==> run_1/gates.png <==
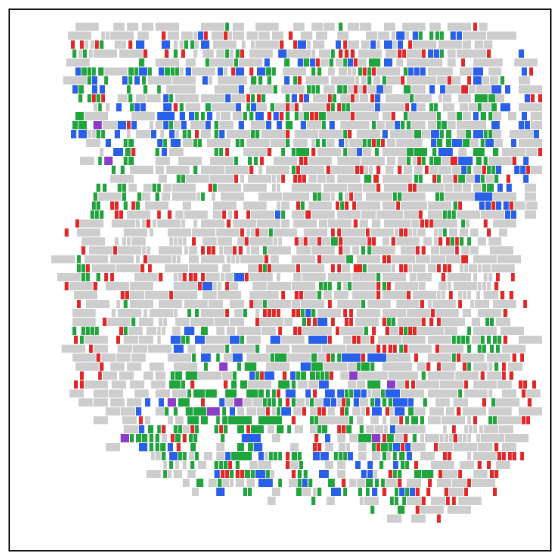
==> run_1/ff_map.png <==
The bar under the picture is 50 um long. Other sequential cells in the stronger grey, the rest of the logic in the fainter grey.
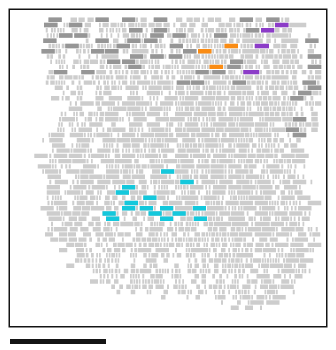
==> run_1/m4.png <==
The bar under the picture is 50 um long.
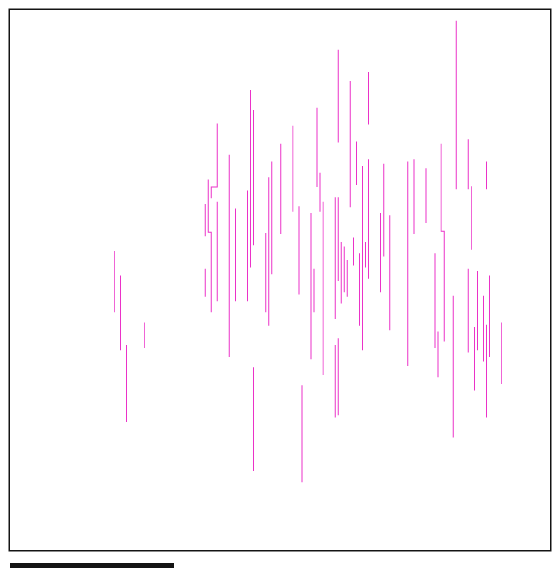
===== config.mk =====
export PLATFORM = sky130hd
export DESIGN_NAME = exp_series_engine
export DESIGN_NICKNAME = d
export VERILOG_FILES = /design/src/rtl/exp_series_engine.sv
export SDC_FILE = /design/constraint.sdc
export NUM_CORES = 1
export LEC_CHECK = 0
export ABC_AREA = 1
export CORE_MARGIN = 2
export CORE_UTILIZATION = 50
export DETAILED_ROUTE_END_ITERATION = 16
export PLACE_DENSITY = 0.8
export SYNTH_ARGS = -nofsm -noshare
export SYNTH_HDL_FRONTEND = slang
export SYNTH_SLANG_ARGS = --single-unit
export TNS_END_PERCENT = 30

===== constraint.sdc =====
create_clock -name clk_i -period 6.6 [get_ports clk_i]
set_clock_uncertainty 0.2 [all_clocks]
set_input_delay 1.65 -clock clk_i [delete_from_list [all_inputs] [get_ports clk_i]]
set_output_delay 1.65 -clock clk_i [all_outputs]
set_load 0.02 [all_outputs]

===== src/rtl/exp_series_engine.sv =====
// Truncated Taylor series e^x = sum x^n/n! in unsigned Q(WIDTH-FRAC).FRAC with one shared multiplier.
// Latency 3*(nt-1)+2 cycles from accept; DONE holds while out_ready_i=0, inputs ignored unless idle.
module exp_series_engine #(
    parameter int WIDTH = 16,
    parameter int FRAC  = 14,
    parameter int TERMS = 8
) (
    input  logic                       clk_i,
    input  logic                       rst_i,
    input  logic                       start_i,
    input  logic [WIDTH-1:0]           x_i,
    input  logic [$clog2(TERMS+1)-1:0] n_terms_i,
    output logic                       in_ready_o,
    output logic                       busy_o,
    output logic                       out_valid_o,
    input  logic                       out_ready_i,
    output logic [WIDTH-1:0]           result_o
);

    localparam int KW = $clog2(TERMS+1);
    localparam logic [WIDTH-1:0] ONE_FX = WIDTH'(1) << FRAC;

    typedef enum logic [2:0] {
        S_IDLE,
        S_LOAD,
        S_MUL_X,
        S_MUL_R,
        S_ACC,
        S_DONE
    } state_t;

    state_t           state_q, state_d;
    logic [WIDTH-1:0] xr_q, xr_d;
    logic [WIDTH-1:0] t_q, t_d;
    logic [WIDTH-1:0] r_q, r_d;
    logic [WIDTH-1:0] result_q, result_d;
    logic [KW-1:0]    k_q, k_d;
    logic [KW-1:0]    nt_q, nt_d;

    // Reciprocal table floor(2^FRAC/k); entry 0 and entries past TERMS-1 are never selected.
    logic [WIDTH-1:0] recip_tab [2**KW];
    for (genvar g = 0; g < 2**KW; g++) begin : g_recip
        if (g == 0) begin : g_zero
            assign recip_tab[g] = '0;
        end else begin : g_val
            assign recip_tab[g] = WIDTH'((2**FRAC) / g);
        end
    end

    logic [KW-1:0]      nt_clamp;
    logic [WIDTH-1:0]   mul_b;
    logic [2*WIDTH-1:0] prod;
    logic [2*WIDTH-1:0] prod_sh;
    logic [WIDTH-1:0]   t_mul;
    logic [WIDTH:0]     sum;
    logic [WIDTH-1:0]   r_sum;

    always_comb begin
        if (n_terms_i == '0) begin
            nt_clamp = KW'(1);
        end else if (n_terms_i > KW'(TERMS)) begin
            nt_clamp = KW'(TERMS);
        end else begin
            nt_clamp = n_terms_i;
        end
    end

    // Single multiplier: x during MUL_X, 1/k during MUL_R.
    assign mul_b   = (state_q == S_MUL_R) ? recip_tab[k_q] : xr_q;
    assign prod    = {{WIDTH{1'b0}}, t_q} * {{WIDTH{1'b0}}, mul_b};
    assign prod_sh = prod >> FRAC;
    assign t_mul   = (|prod_sh[2*WIDTH-1:WIDTH]) ? '1 : prod_sh[WIDTH-1:0];
    assign sum     = {1'b0, r_q} + {1'b0, t_q};
    assign r_sum   = sum[WIDTH] ? '1 : sum[WIDTH-1:0];

    always_comb begin
        state_d  = state_q;
        xr_d     = xr_q;
        t_d      = t_q;
        r_d      = r_q;
        k_d      = k_q;
        nt_d     = nt_q;
        result_d = result_q;
        unique case (state_q)
            S_IDLE: begin
                if (start_i) begin
                    xr_d    = x_i;
                    nt_d    = nt_clamp;
                    t_d     = ONE_FX;
                    r_d     = ONE_FX;
                    k_d     = KW'(1);
                    state_d = S_LOAD;
                end
            end
            S_LOAD:  state_d = (nt_q == KW'(1)) ? S_DONE : S_MUL_X;
            S_MUL_X: begin
                t_d     = t_mul;
                state_d = S_MUL_R;
            end
            S_MUL_R: begin
                t_d     = t_mul;
                state_d = S_ACC;
            end
            S_ACC: begin
                r_d     = r_sum;
                k_d     = k_q + KW'(1);
                state_d = ((k_q + KW'(1)) < nt_q) ? S_MUL_X : S_DONE;
            end
            S_DONE: begin
                if (out_ready_i) begin
                    state_d = S_IDLE;
                end
            end
            default: state_d = S_IDLE;
        endcase
        // Capture the final sum, including the last ACC update, as DONE is entered.
        if (state_d == S_DONE && state_q != S_DONE) begin
            result_d = r_d;
        end
    end

    always_ff @(posedge clk_i) begin
        if (!rst_i) begin
            state_q  <= S_IDLE;
            xr_q     <= '0;
            t_q      <= '0;
            r_q      <= '0;
            k_q      <= '0;
            nt_q     <= '0;
            result_q <= '0;
        end else begin
            state_q  <= state_d;
            xr_q     <= xr_d;
            t_q      <= t_d;
            r_q      <= r_d;
            k_q      <= k_d;
            nt_q     <= nt_d;
            result_q <= result_d;
        end
    end

    assign in_ready_o  = (state_q == S_IDLE);
    assign busy_o      = (state_q != S_IDLE);
    assign out_valid_o = (state_q == S_DONE);
    assign result_o    = result_q;

endmodule


==> metrics.csv, run 1 <==
metric;value;unit
CLK BUF;9;
Simple Share, Synth;22.3;%
GR peak layer;met2;
detailed-route via count;12300;
fillers;2060;
Synth Seq Share;11.7;%
capturing point of the worst reg2reg path;t_q[14];
DR WL met3;3250;um
Tapcell Cnt;330;
final setup fails;16;
die area;0.0270;mm^2
Starting Density;51.0;%
failing checks;setup timing;
Worst path depth;32;
root buf cell;clkbuf_16;
H-tree depth;3;
Synth Area per Inst;7.40;um^2
fin crit share;102;%
sw frac;39.8;%
seq_cells;75;
dpl ws;-0.479;ns
multi-input gates;1234;
Mapped Area;0.0128;mm^2
GR Layer Usage met2;49.2;%
area of the multi-input gates;0.0102;mm^2
Worst Hold Endpoint;xr_q[11];
largest net degree at the start of global routing;40;
worst setup margin;-0.114;ns
Comb area share;65.0;%
Yosys top cell by instances;nand2_1;
Diodes inserted;0;
layout net count;2262;
Inverters, non-clock;373;
Crit path max-delay family;adder cells;
Port Buffers;42;
RR Startpoint;k_q[0];
critical path startpoint;k_q[0];
crit path to;t_q[14];
final hold viol count;0;
placed cells;2205;
Adders+Majority by Area;42.6;%
Buffers, non-clock;224;
Via density;5.45;
Leading cell kind;logic gates;
Clk network pwr share;28.7;%
met1 wire length;15100;um
area leader, netlist;fa_1;
Worst Hold Depth;2;
Synth Area in XOR/XNOR;1.16;%
Clock Tree Buf Depth;2;
Synth flops;75;
R2R depth;32;
mux share;0;%
Arr. time, crit path;6.78;ns
Post-Route WL;39000;um
Final min period;6.71;ns
DR pass1 iterations;8;
fmax;149;MHz
Rel. slew slack;22.0;%
clock latency on the worst-skew pair;0.36;ns
area added between synthesis and finish;22.7;%
Leak;0.00785;uW
post-route ant nets;0;
Critical-path top delay cell;fa_1;
Final GP Congestion;0.986;
Post-Syn Instances;1735;
Complex Gates by Area;9.42;%
Commonest Layout Cell;nand2_1;
internal power;1110;uW
met2 WL;18900;um
Worst setup EP type;register;
DIE WIDTH;164;um
hold path startpoint;xr_q[11];
Synth Net Count;2080;
Tightest Hold Check Type;reg2reg;
Max Slew Vio Count;0;
Sequential Power Share;27.5;%
Post-synth ARST share;0;%
commonest cells in the netlist;389 x nand2_1, 363 x inv_1, 194 x fa_1;
routed len/inst;17.3;um
Reg clk slew, reported paths;0.07;ns
antenna violations before repair;0;
count of tool warnings;33;
status;complete, but fails checks;
Synth cell types;50;
clock buffer count from CTS;9;
Final Non-Filler Cells;2252;
## Picture notes: gates.png
| colour | family | cells |
|---|---|---|
| purple | non-inverting ao/oa cells | 10 |
| red | inv cells | 373 |
| green | nand cells | 472 |
| blue | aoi and oai cells | 198 |

## Picture notes: ff_map.png
| colour | netlist name | placed flops |
|---|---|---|
| purple | k_q | 4 |
| cyan | t_q | 16 |
| orange | state_q | 3 |
not coloured: 52

## Picture notes: m4.png
main direction: vertical
wire length on this layer: 1750 um
longest straight run: 61.9 um
share of all routed wire: 4.5%

[run 1: metrics by stage]
stage,total power (uW),util (%),TNS (ns),area [um^2],hold slack [ns]
after detailed placement,1200,58.1,-7.30,14600,0.253
after global routing,1920,62.6,-6.17,15800,0.284
after global placement,1180,58.1,-5.52,14600,0.242
final,1840,62.6,-0.994,15800,0.264
after CTS,1800,61.8,-0.127,15600,0.265
after floorplan,888,-,0,12900,0.224
[run 1: power by group through the flow]
stage	sequential (uW)	combinational [uW]	clock, uW
global placement	514	670	0
finish	507	806	530
floorplan	521	368	0
global route	510	864	549
detailed placement	515	682	0
CTS	506	757	532
[run 1: what timing repair did]
action,4_1_cts,5_1_grt
pin swaps,52,31
cloned,2,0
buffers inserted,24,5
setup endpoints to repair,16,16
gates resized,114,53
==> run 1 -> run 2 <==
--- a/constraint.sdc
+++ b/constraint.sdc
@@ -3,3 +3,3 @@
 set_input_delay 1.65 -clock clk_i [delete_from_list [all_inputs] [get_ports clk_i]]
 set_output_delay 1.65 -clock clk_i [all_outputs]
-set_load 0.02 [all_outputs]
+set_load 0.01 [all_outputs]
==> run_2/layers.png <==
Two of the layers only.
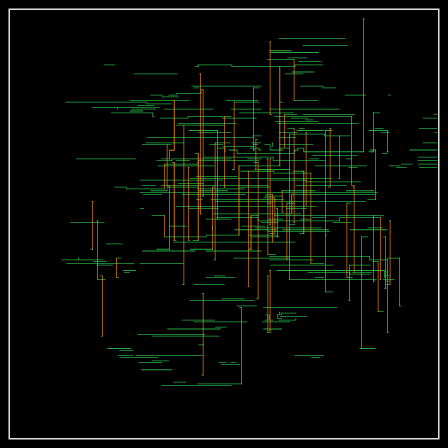
| colour | layer | wire length |
|---|---|---|
| orange | M4 | 1750 um |
| green | M3 | 3250 um |

==> run 2 against run 1 <==
The run still ends with setup timing left. Power down 0.49%. Utilization is the same. Worst setup slack unchanged. Die size is the same. Sequential share of layout area stayed put. Global-route usage unchanged. Sequential power barely moved. Register-to-register slack about the same. Largest cell class unchanged. Largest power group unchanged. Highest routed layer unchanged.
==> metrics.csv, run 2 <==
metric;value;unit;change
count of tool warnings;33;;unchanged
Final min period;6.71;ns;unchanged
Synth cell types;50;;unchanged
Mapped Area;0.0128;mm^2;unchanged
Sequential Power Share;27.6;%;about the same
fin crit share;102;%;unchanged
area added between synthesis and finish;22.7;%;unchanged
CTS-repair resized insts;114;;unchanged
area of the multi-input gates;0.0102;mm^2;unchanged
GR Layer Usage met2;49.2;%;unchanged
Clk network pwr share;28.9;%;+0.2 points
Simple Share, Synth;22.3;%;unchanged
worst setup margin;-0.114;ns;unchanged
Crit path max-delay family;adder cells;;
hold path startpoint;xr_q[11];;
Sequential Power;507;uW;about the same
dpl ws;-0.479;ns;unchanged
seq_cells;75;;unchanged
Worst path depth;32;;unchanged
Reg clk slew, reported paths;0.07;ns;about the same
layout net count;2262;;unchanged
Synth Seq Share;11.7;%;unchanged
Worst Hold Depth;2;;unchanged
Final GP Congestion;0.986;;unchanged
routed len/inst;17.3;um;unchanged
failing checks;setup timing;;
R2R depth;32;;unchanged
final setup fails;16;;unchanged
area leader, netlist;fa_1;;
Buffers, non-clock;224;;unchanged
Critical-path top delay cell;fa_1;;
Yosys top cell by instances;nand2_1;;
fillers;2060;;unchanged
RR Startpoint;k_q[0];;
critical path startpoint;k_q[0];;
Arr. time, crit path;6.78;ns;about the same
Port Buffers;42;;unchanged
Leak;0.00785;uW;unchanged
clock buffer count from CTS;9;;unchanged
post-route ant nets;0;;unchanged
clock latency on the worst-skew pair;0.36;ns;about the same
Post-Route WL;39000;um;unchanged
capturing point of the worst reg2reg path;t_q[14];;
status;complete, but fails checks;;
die area;0.0270;mm^2;unchanged
met1 wire length;15100;um;unchanged
==> run_2/gates.png <==
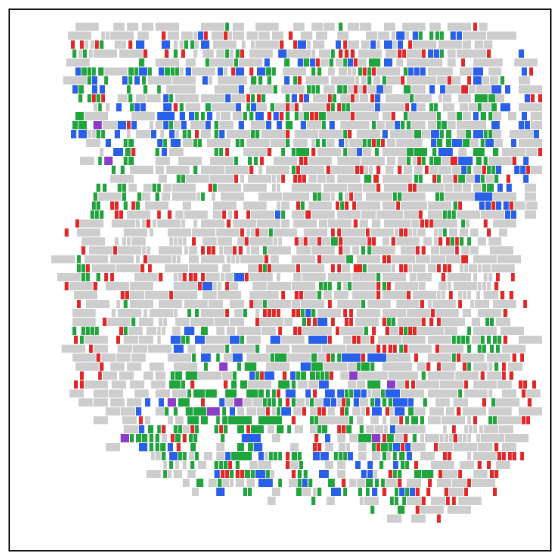
| colour | family | cells |
|---|---|---|
| purple | non-inverting ao/oa cells | 10 |
| red | inv cells | 373 |
| green | nand cells | 472 |
| blue | aoi and oai cells | 198 |

-- run 2: cell counts after synthesis --
Identical to the previous run, type by type.
-- run 2: stage by stage --
stage / hold slack (ns) / instances / utilization, % / setup TNS (ns) / power, uW
5_1_grt: 0.284 / 2252 / 62.6 / -6.17 / 1910
4_1_cts: 0.265 / 2247 / 61.8 / -0.127 / 1790
6_report: 0.264 / 2252 / 62.6 / -0.994 / 1830
3_5_place_dp: 0.253 / 2205 / 58.1 / -7.30 / 1190
3_3_place_gp: 0.242 / 2205 / 58.1 / -5.52 / 1170
2_1_floorplan: 0.224 / 1735 / - / 0 / 880
==> run 2 -> run 3 <==
- CTS_CLUSTER_SIZE: not set -> 20
==> run_3/m4.png <==
The bar under the picture is 50 um long.
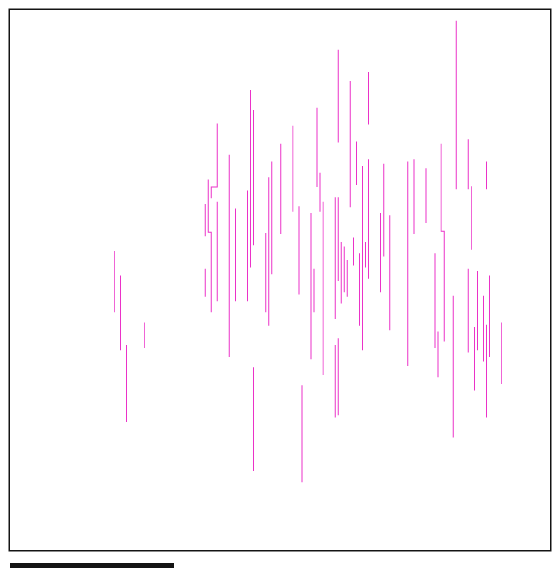
main direction: vertical
wire length on this layer: 1750 um
longest straight run: 61.9 um

==> run_3/layers.png <==
Two of the layers only.
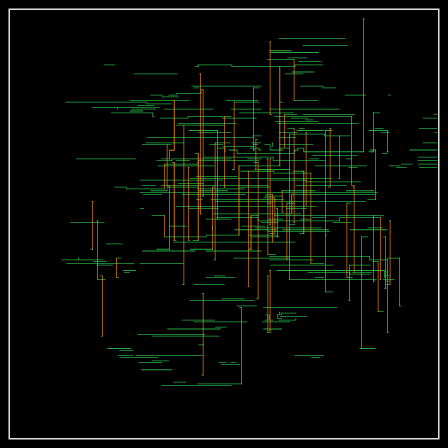
Total GRT Usage: 29.6%
detailed-route via count: 12300
routed len/inst: 17.3 um

==> run 3 against run 2 <==
The run still ends with setup timing left. Hold slack unchanged. Sequential share of layout area is the same. Area after synthesis unchanged.
==> metrics.csv, run 3 <==
metric;value;unit;change
DP Area;0.0146;mm^2;
clock latency on the worst-skew pair;0.36;ns;about the same
failing checks;setup timing;;
antenna violations before repair;0;;
Power Total;1830;uW;unchanged
met1 wire length;15100;um;unchanged
Leak;0.00785;uW;unchanged
capturing point of the worst reg2reg path;t_q[14];;
worst setup margin;-0.114;ns;unchanged
Arr. time, crit path;6.78;ns;about the same
status;complete, but fails checks;;
final hold viol count;0;;
Sequential Power Share;27.6;%;about the same
Critical Path Fanout Max;8;;
Diodes inserted;0;;
CTS-repair resized insts;114;;unchanged
Rel. slew slack;22.0;%;
Highest Signal Layer;met4;;
clock buffer count from CTS;9;;unchanged
GR Layer Usage met2;49.2;%;unchanged
Simple Share, Synth;22.3;%;unchanged
DR pass1 iterations;8;;
Final min period;6.71;ns;unchanged
final setup fails;16;;unchanged
critical path startpoint;k_q[0];;
Final GP Congestion;0.986;;unchanged
Worst Max-Slew Pin Slew;1.17;ns;
post-route ant nets;0;;unchanged
count of tool warnings;33;;unchanged
Worst Hold Depth;2;;unchanged
Yosys top cell by instances;nand2_1;;
Synth Seq Share;11.7;%;unchanged
Synth cell types;50;;unchanged
CP required;6.66;ns;
Crit path max-delay family;adder cells;;
hold path startpoint;xr_q[11];;
die area;0.0270;mm^2;unchanged
R2R depth;32;;unchanged
Reg clk slew, reported paths;0.07;ns;about the same
Sequential Power;507;uW;about the same
placed cells;2205;;unchanged
Post-Syn Instances;1735;;
layout net count;2262;;unchanged
Worst path depth;32;;unchanged
RR Startpoint;k_q[0];;
Adders+Majority by Area;42.6;%;
sw frac;39.5;%;
Post-Route WL;39000;um;unchanged
hold_buf cts;0;;
hold slack;0.264;ns;unchanged
area leader, netlist;fa_1;;
area added between synthesis and finish;22.7;%;unchanged
Port Buffers;42;;unchanged
Final Non-Filler Cells;2252;;unchanged
R2R Setup Slk;-0.11;ns;
Synth flops;75;;
Critical-path top delay cell;fa_1;;
total negative setup slack;-0.994;ns;unchanged
dpl ws;-0.479;ns;unchanged
fin crit share;102;%;unchanged
fillers;2060;;unchanged
fmax;149;MHz;
initial detailed-routing violation count;1148;;
Mapped Area;0.0128;mm^2;unchanged
Clk network pwr share;28.9;%;about the same
Util after Layout;62.6;%;unchanged
[run 3: cell counts in the layout (fill, tap and decap cells not counted)]
Identical to the previous run, type by type.
[run 3: cell families (layout without fill, tap and decap cells)]
family                   Yosys count  count (layout)
AND-OR/OR-AND                    208             208
adder cells (fa/ha/maj)          321             321
AND/OR/NAND/NOR                  687             688
buffers and inverters            427             613
XOR/XNOR                          17              17
flip-flops                        75              75
[run 3: area by class of cell]
class,count,area [um^2],share of cell area (%)
inverters,372,1410,8.93
flip-flops and latches,75,1510,9.56
well taps,330,413,2.62
clock buffers,9,225,1.43
clock inverters,7,83.8,0.532
repair inverters,1,7.51,0.0477
multi-input cells,1234,10200,65.0
repair buffers,224,1860,11.8
[run 3: tightest hold or removal path: stages (launching register included)]
cell and delay, ns:
dfxtp_1 0.30, inv_1 0.06, a21oi_1 0.05
Power is estimated from default activity; no workload was simulated.
